Metal 2:
Drawn at 2 px/um.
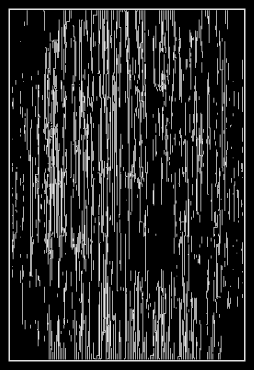
Cell area per tile:
Drawn at 2 px/um. The die is cut into 12 by 18 equal tiles; black is low, pale yellow is high, 0 to 100% covered.
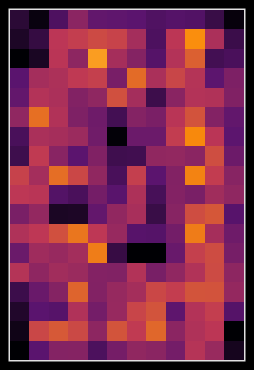
Drive-strength map:
Drawn at 3 px/um.
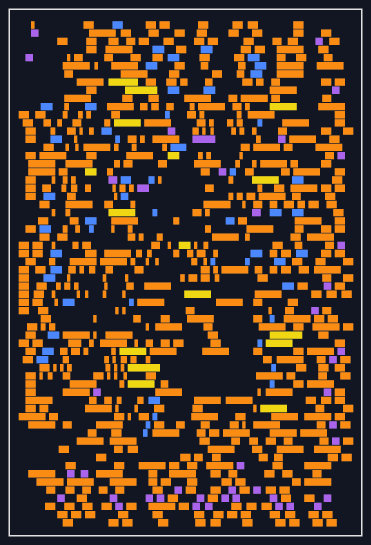
## src/rtl/rattlesnake_instruction_fetch_if.sv

```systemverilog
// Instruction memory read bus between the fetch stage (master) and instruction memory (slave).
//   mem_read_en   : one-cycle read strobe (master -> slave)
//   mem_word_addr : word address of the read (master -> slave)
//   mem_read_ack  : read data valid, at least one cycle after the strobe (slave -> master)
//   mem_data      : instruction word, valid with mem_read_ack (slave -> master)
`ifndef XLEN
`define XLEN 32
`endif

interface rattlesnake_instruction_fetch_if #(
  parameter int unsigned MEM_ADDR_BITS = 30
);
  logic                     mem_read_en;
  logic [MEM_ADDR_BITS-1:0] mem_word_addr;
  logic                     mem_read_ack;
  logic [`XLEN-1:0]         mem_data;

  modport master (
    output mem_read_en,
    output mem_word_addr,
    input  mem_read_ack,
    input  mem_data
  );

  modport slave (
    input  mem_read_en,
    input  mem_word_addr,
    output mem_read_ack,
    output mem_data
  );
endinterface

```

## src/rtl/rattlesnake_instruction_fetch.sv

```systemverilog
// Non-pipelined instruction fetch stage: one memory read outstanding at a time.
// Fetches the word at PC on each fetch_enable pulse and hands it to decode with a one-cycle
// enable_out pulse. Jumps redirect the PC; a word already in flight when a jump lands is
// dropped and refetched from the new PC.
//
// Ports:
//   clk, reset_n (async, active low), sync_reset (sync, active high)
//   fetch_init / start_addr      : restart from start_addr, abandon any fetch
//   fetch_enable                 : fetch the instruction at PC
//   jump_active / jump_addr      : redirect PC
//   mem_bus                      : instruction memory read bus (master side)
//   enable_out, IR_out, IR_original_out, PC_out : fetched instruction to decode
//   busy                         : a memory read is outstanding
//   exception_instr_addr_misaligned : misaligned fetch trap pulse
//
// Build option: define RATTLESNAKE_FETCH_MISALIGN_TRAP_EN to trap misaligned fetches.
// When undefined, every PC load is forced to word alignment and the trap output is tied 0.
`ifndef XLEN
`define XLEN 32
`endif
`ifndef PC_BITWIDTH
`define PC_BITWIDTH 32
`endif

module rattlesnake_instruction_fetch #(
  parameter logic [`PC_BITWIDTH-1:0] START_ADDR    = 32'h0000_0000,
  parameter int unsigned             MEM_ADDR_BITS = 30
) (
  input  logic                     clk,
  input  logic                     reset_n,
  input  logic                     sync_reset,
  input  logic                     fetch_init,
  input  logic [`PC_BITWIDTH-1:0]  start_addr,
  input  logic                     fetch_enable,
  input  logic                     jump_active,
  input  logic [`PC_BITWIDTH-1:0]  jump_addr,
  rattlesnake_instruction_fetch_if.master mem_bus,
  output logic                     enable_out,
  output logic [`XLEN-1:0]         IR_out,
  output logic [`XLEN-1:0]         IR_original_out,
  output logic [`PC_BITWIDTH-1:0]  PC_out,
  output logic                     busy,
  output logic                     exception_instr_addr_misaligned
);

  localparam logic [`PC_BITWIDTH-1:0] PcMask = {{(`PC_BITWIDTH-2){1'b1}}, 2'b00};

`ifdef RATTLESNAKE_FETCH_MISALIGN_TRAP_EN
  localparam logic [`PC_BITWIDTH-1:0] StartPc = START_ADDR;
`else
  localparam logic [`PC_BITWIDTH-1:0] StartPc = START_ADDR & PcMask;
`endif

  function automatic logic [`PC_BITWIDTH-1:0] load_pc(input logic [`PC_BITWIDTH-1:0] a);
`ifdef RATTLESNAKE_FETCH_MISALIGN_TRAP_EN
    return a;
`else
    return a & PcMask;
`endif
  endfunction

  typedef enum logic {StIdle, StWaitAck} state_e;

  state_e                   state_q;
  logic [`PC_BITWIDTH-1:0]  pc_q;
  logic                     drop_q;     // in-flight word belongs to a stale PC
  logic                     refetch_q;  // reissue the read at the updated PC this cycle
  logic                     enable_q;
  logic [`XLEN-1:0]         ir_q;
  logic [`PC_BITWIDTH-1:0]  pc_out_q;

  logic [`PC_BITWIDTH-1:0]  jump_pc;
  logic [`PC_BITWIDTH-1:0]  target_pc;
  logic                     addr_misaligned;
  logic                     issue_new;

  // A jump in the same cycle as a read is forwarded so the read already targets the new PC.
  assign jump_pc         = load_pc(jump_addr);
  assign target_pc       = jump_active ? jump_pc : pc_q;
  // Only reachable with the trap build; otherwise all PC loads are aligned.
  assign addr_misaligned = |target_pc[1:0];
  assign issue_new       = (state_q == StIdle) && fetch_enable;

  assign mem_bus.mem_read_en   = reset_n && !sync_reset && !fetch_init &&
                                 ((issue_new && !addr_misaligned) || refetch_q);
  assign mem_bus.mem_word_addr = target_pc[MEM_ADDR_BITS+1:2];

  assign enable_out      = enable_q;
  assign IR_out          = ir_q;
  assign IR_original_out = ir_q;
  assign PC_out          = pc_out_q;
  assign busy            = (state_q == StWaitAck);

`ifdef RATTLESNAKE_FETCH_MISALIGN_TRAP_EN
  logic exc_q;
  assign exception_instr_addr_misaligned = exc_q;
`else
  assign exception_instr_addr_misaligned = 1'b0;
`endif

  always_ff @(posedge clk or negedge reset_n) begin
    if (!reset_n) begin
      state_q   <= StIdle;
      pc_q      <= StartPc;
      drop_q    <= 1'b0;
      refetch_q <= 1'b0;
      enable_q  <= 1'b0;
      ir_q      <= '0;
      pc_out_q  <= '0;
`ifdef RATTLESNAKE_FETCH_MISALIGN_TRAP_EN
      exc_q     <= 1'b0;
`endif
    end else if (sync_reset) begin
      state_q   <= StIdle;
      pc_q      <= StartPc;
      drop_q    <= 1'b0;
      refetch_q <= 1'b0;
      enable_q  <= 1'b0;
      ir_q      <= '0;
      pc_out_q  <= '0;
`ifdef RATTLESNAKE_FETCH_MISALIGN_TRAP_EN
      exc_q     <= 1'b0;
`endif
    end else begin
      enable_q  <= 1'b0;
      refetch_q <= 1'b0;
`ifdef RATTLESNAKE_FETCH_MISALIGN_TRAP_EN
      exc_q     <= 1'b0;
`endif
      if (fetch_init) begin
        // Abandon everything; a late ack will arrive in StIdle and be ignored.
        state_q <= StIdle;
        pc_q    <= load_pc(start_addr);
        drop_q  <= 1'b0;
      end else begin
        if (jump_active) pc_q <= jump_pc;
        unique case (state_q)
          StIdle: begin
            if (fetch_enable) begin
`ifdef RATTLESNAKE_FETCH_MISALIGN_TRAP_EN
              if (addr_misaligned) begin
                exc_q    <= 1'b1;
                pc_out_q <= target_pc;
              end else begin
                state_q <= StWaitAck;
              end
`else
              state_q <= StWaitAck;
`endif
            end
          end
          StWaitAck: begin
            if (mem_bus.mem_read_ack) begin
              if (drop_q || jump_active) begin
                // Stale word: discard and reread from the (possibly just updated) PC.
                drop_q    <= 1'b0;
                refetch_q <= 1'b1;
              end else begin
                ir_q     <= mem_bus.mem_data;
                pc_out_q <= pc_q;
                enable_q <= 1'b1;
                pc_q     <= pc_q + `PC_BITWIDTH'(4);
                state_q  <= StIdle;
              end
            end else if (jump_active && !refetch_q) begin
              // A reissue in this cycle already used the forwarded jump target.
              drop_q <= 1'b1;
            end
          end
          default: state_q <= StIdle;
        endcase
      end
    end
  end

endmodule

```

## src/flat_wrapper.sv

```systemverilog
// flat-port wrapper written by rule: the top's interface ports become plain ports
module rattlesnake_instruction_fetch_flat 
#(
  parameter logic [`PC_BITWIDTH-1:0] START_ADDR    = 32'h0000_0000,
  parameter int unsigned             MEM_ADDR_BITS = 30
)
  (clk, reset_n, sync_reset, fetch_init, start_addr, fetch_enable, jump_active, jump_addr, enable_out, IR_out, IR_original_out, PC_out, busy, exception_instr_addr_misaligned, mem_bus_mem_read_en, mem_bus_mem_word_addr, mem_bus_mem_read_ack, mem_bus_mem_data);
  rattlesnake_instruction_fetch_if #(.MEM_ADDR_BITS(MEM_ADDR_BITS)) mem_bus_i ();
  input  logic clk;
  input  logic reset_n;
  input  logic sync_reset;
  input  logic fetch_init;
  input  logic [`PC_BITWIDTH-1:0] start_addr;
  input  logic fetch_enable;
  input  logic jump_active;
  input  logic [`PC_BITWIDTH-1:0] jump_addr;
  output logic enable_out;
  output logic [`XLEN-1:0] IR_out;
  output logic [`XLEN-1:0] IR_original_out;
  output logic [`PC_BITWIDTH-1:0] PC_out;
  output logic busy;
  output logic exception_instr_addr_misaligned;
  output wire logic [$bits(mem_bus_i.mem_read_en)-1:0] mem_bus_mem_read_en;
  output wire logic [$bits(mem_bus_i.mem_word_addr)-1:0] mem_bus_mem_word_addr;
  input wire logic [$bits(mem_bus_i.mem_read_ack)-1:0] mem_bus_mem_read_ack;
  input wire logic [$bits(mem_bus_i.mem_data)-1:0] mem_bus_mem_data;
  assign mem_bus_mem_read_en = mem_bus_i.mem_read_en;
  assign mem_bus_mem_word_addr = mem_bus_i.mem_word_addr;
  assign mem_bus_i.mem_read_ack = mem_bus_mem_read_ack;
  assign mem_bus_i.mem_data = mem_bus_mem_data;
  rattlesnake_instruction_fetch #(.START_ADDR(START_ADDR), .MEM_ADDR_BITS(MEM_ADDR_BITS)) u_core (.clk(clk), .reset_n(reset_n), .sync_reset(sync_reset), .fetch_init(fetch_init), .start_addr(start_addr), .fetch_enable(fetch_enable), .jump_active(jump_active), .jump_addr(jump_addr), .mem_bus(mem_bus_i), .enable_out(enable_out), .IR_out(IR_out), .IR_original_out(IR_original_out), .PC_out(PC_out), .busy(busy), .exception_instr_addr_misaligned(exception_instr_addr_misaligned));
endmodule
```

## config.mk

```make
export PLATFORM = sky130hd
export DESIGN_NAME = rattlesnake_instruction_fetch_flat
export DESIGN_NICKNAME = d
export VERILOG_FILES = /design/src/rtl/rattlesnake_instruction_fetch_if.sv /design/src/rtl/rattlesnake_instruction_fetch.sv /design/src/flat_wrapper.sv
export SDC_FILE = /design/constraint.sdc
export NUM_CORES = 1
export LEC_CHECK = 0
export CELL_PAD_IN_SITES_DETAIL_PLACEMENT = 1
export CELL_PAD_IN_SITES_GLOBAL_PLACEMENT = 2
export CORE_AREA = 2 2 115 173
export CTS_CLUSTER_DIAMETER = 120
export DETAILED_ROUTE_END_ITERATION = 7
export DIE_AREA = 0 0 117 175
export GPL_TIMING_DRIVEN = 0
export PLACE_DENSITY_LB_ADDON = 0.1
export SLEW_MARGIN = 0
export SYNTH_ARGS = -nofsm -noshare
export SYNTH_HDL_FRONTEND = slang
export SYNTH_SLANG_ARGS = --single-unit
```

## constraint.sdc

```tcl
create_clock -name clk -period 5.24 [get_ports clk]
set_input_delay 1.31 -clock clk [delete_from_list [all_inputs] [get_ports clk]]
set_output_delay 1.31 -clock clk [all_outputs]
set_load 0.005 [all_outputs]
```

==> ci_impl_report.md <==
### Metrics collected by this job

| Metric | Value |
|---|---|
| Status | `finished clean` |
| Logic area | `0.002074 mm^2` |
| Reg2reg path depth | `5` |
| WP data required | `approximately 4 ns` |
| Max Root-Sink Buffers | `2` |
| Fin Clk Skew | `approximately 0.010 ns` |
| FF-to-FF End | `u_core.PC_out[10]$_DFFE_PN0P_` |
| Hold Path End | `u_core.PC_out[22]$_DFFE_PN0P_` |
| LEAKAGE | `3.325 nW` |
| Hold Slack | `roughly 0.50 ns` |
| # resized after CTS | `0` |
| Peak VDD IR | `0.1562 mV` |
| Nets | `798` |
| Uppermost layer routed | `met4` |
| Clock buffers | `10` |
| Logic share of the area | `25.98%` |
| Post-DP HPWL | `14440 um` |
| Post-CTS Setup Bufs | `0` |
| Total gr overflow | `0` |
| Crit. End Element | `output port` |
| Fill cells | `2098` |
| Asr flop ratio synth | `100.0%` |
| Post-DP Area | `0.007642 mm^2` |
| Tightest Hold Check Type | `reg2reg` |
| PD cells | `approximately 240 mW/mm^2` |
| ANT nets after route | `0` |
| TritonCTS Sinks | `100` |
| Top logic family | `AND-OR/OR-AND gates` |
| Inverters | `4` |
| GR met2 Demand/Resource | `33.33%` |
| Core Rows | `62` |
| Slowest cell on crit path | `buf_1` |
| Overall global routing resource usage | `18.81%` |
| Antenna violations before repair | `0` |
| Root buffer cell | `clkbuf_16` |
| Crit path largest cell delay | `0.56 ns` |
| Worst path top cell family by delay | `buffers and inverters` |
| Die ar. | `0.02048 mm^2` |
| Buffers excl. clock | `between 200 and 300` |
| Die height | `175 um` |
| Met3 usage | `under 10%` |
| Yosys Instances | `456` |
| Routed length on met3 | `820 um` |
| Yosys Chip Area | `0.005035 mm^2` |
| Commonest Layout Cell | `clkdlybuf4s50_1` |
| Worst Path Arrival | `between 3 and 4 ns` |
| Most common logic cells in the final layout | `clkdlybuf4s50_1, dfrtp_1, a22o_1` |
| Io pins | `233` |
## Picture notes: 'metal 2'
share of all routed wire	54%
main direction	vertical

## Picture notes: 'cell area per tile'
tiles over 75% full	0.90%
nearly empty tiles	3.2%
mean over tiles	37%
fullest tile	79%
densest ninth of the die	east

## Picture notes: 'drive-strength map'
color	size	cells	share	most used
yellow	x6 and larger	16	2.3%	clkbuf_16
purple	x3 and x4	42	6.0%	buf_4
orange	x1 and smaller	588	84%	clkdlybuf4s50_1
blue	x2	53	7.6%	mux2_2

==> cells in the mapped netlist (all sizes together) (9+ instances only) <==
| library cell | count | area, um^2 |
|---|---|---|
| dfrtp | 100 | 2502 |
| a22o | 63 | 553.0 |
| buf | 56 | 385.4 |
| o21ai | 36 | 180.2 |
| mux2 | 30 | 337.8 |
| nand2 | 22 | 85.09 |
| a22oi | 16 | 120.1 |
| xnor2 | 16 | 140.1 |
| nor2 | 14 | 52.55 |
| clkbuf | 12 | 48.80 |
| nand3 | 11 | 65.06 |
| nand4 | 9 | 56.30 |
| nor3 | 9 | 45.04 |
==> report_power, final <==
part	leakage, nW	total (mW)	internal, mW	switching, mW
sequential	1.37	0.821	0.791	0.0296
clock	0.167	0.776	0.468	0.308
combinational	1.79	0.282	0.165	0.117
total	3.32	1.88	1.42	0.455
Power and IR drop assume default switching activity.
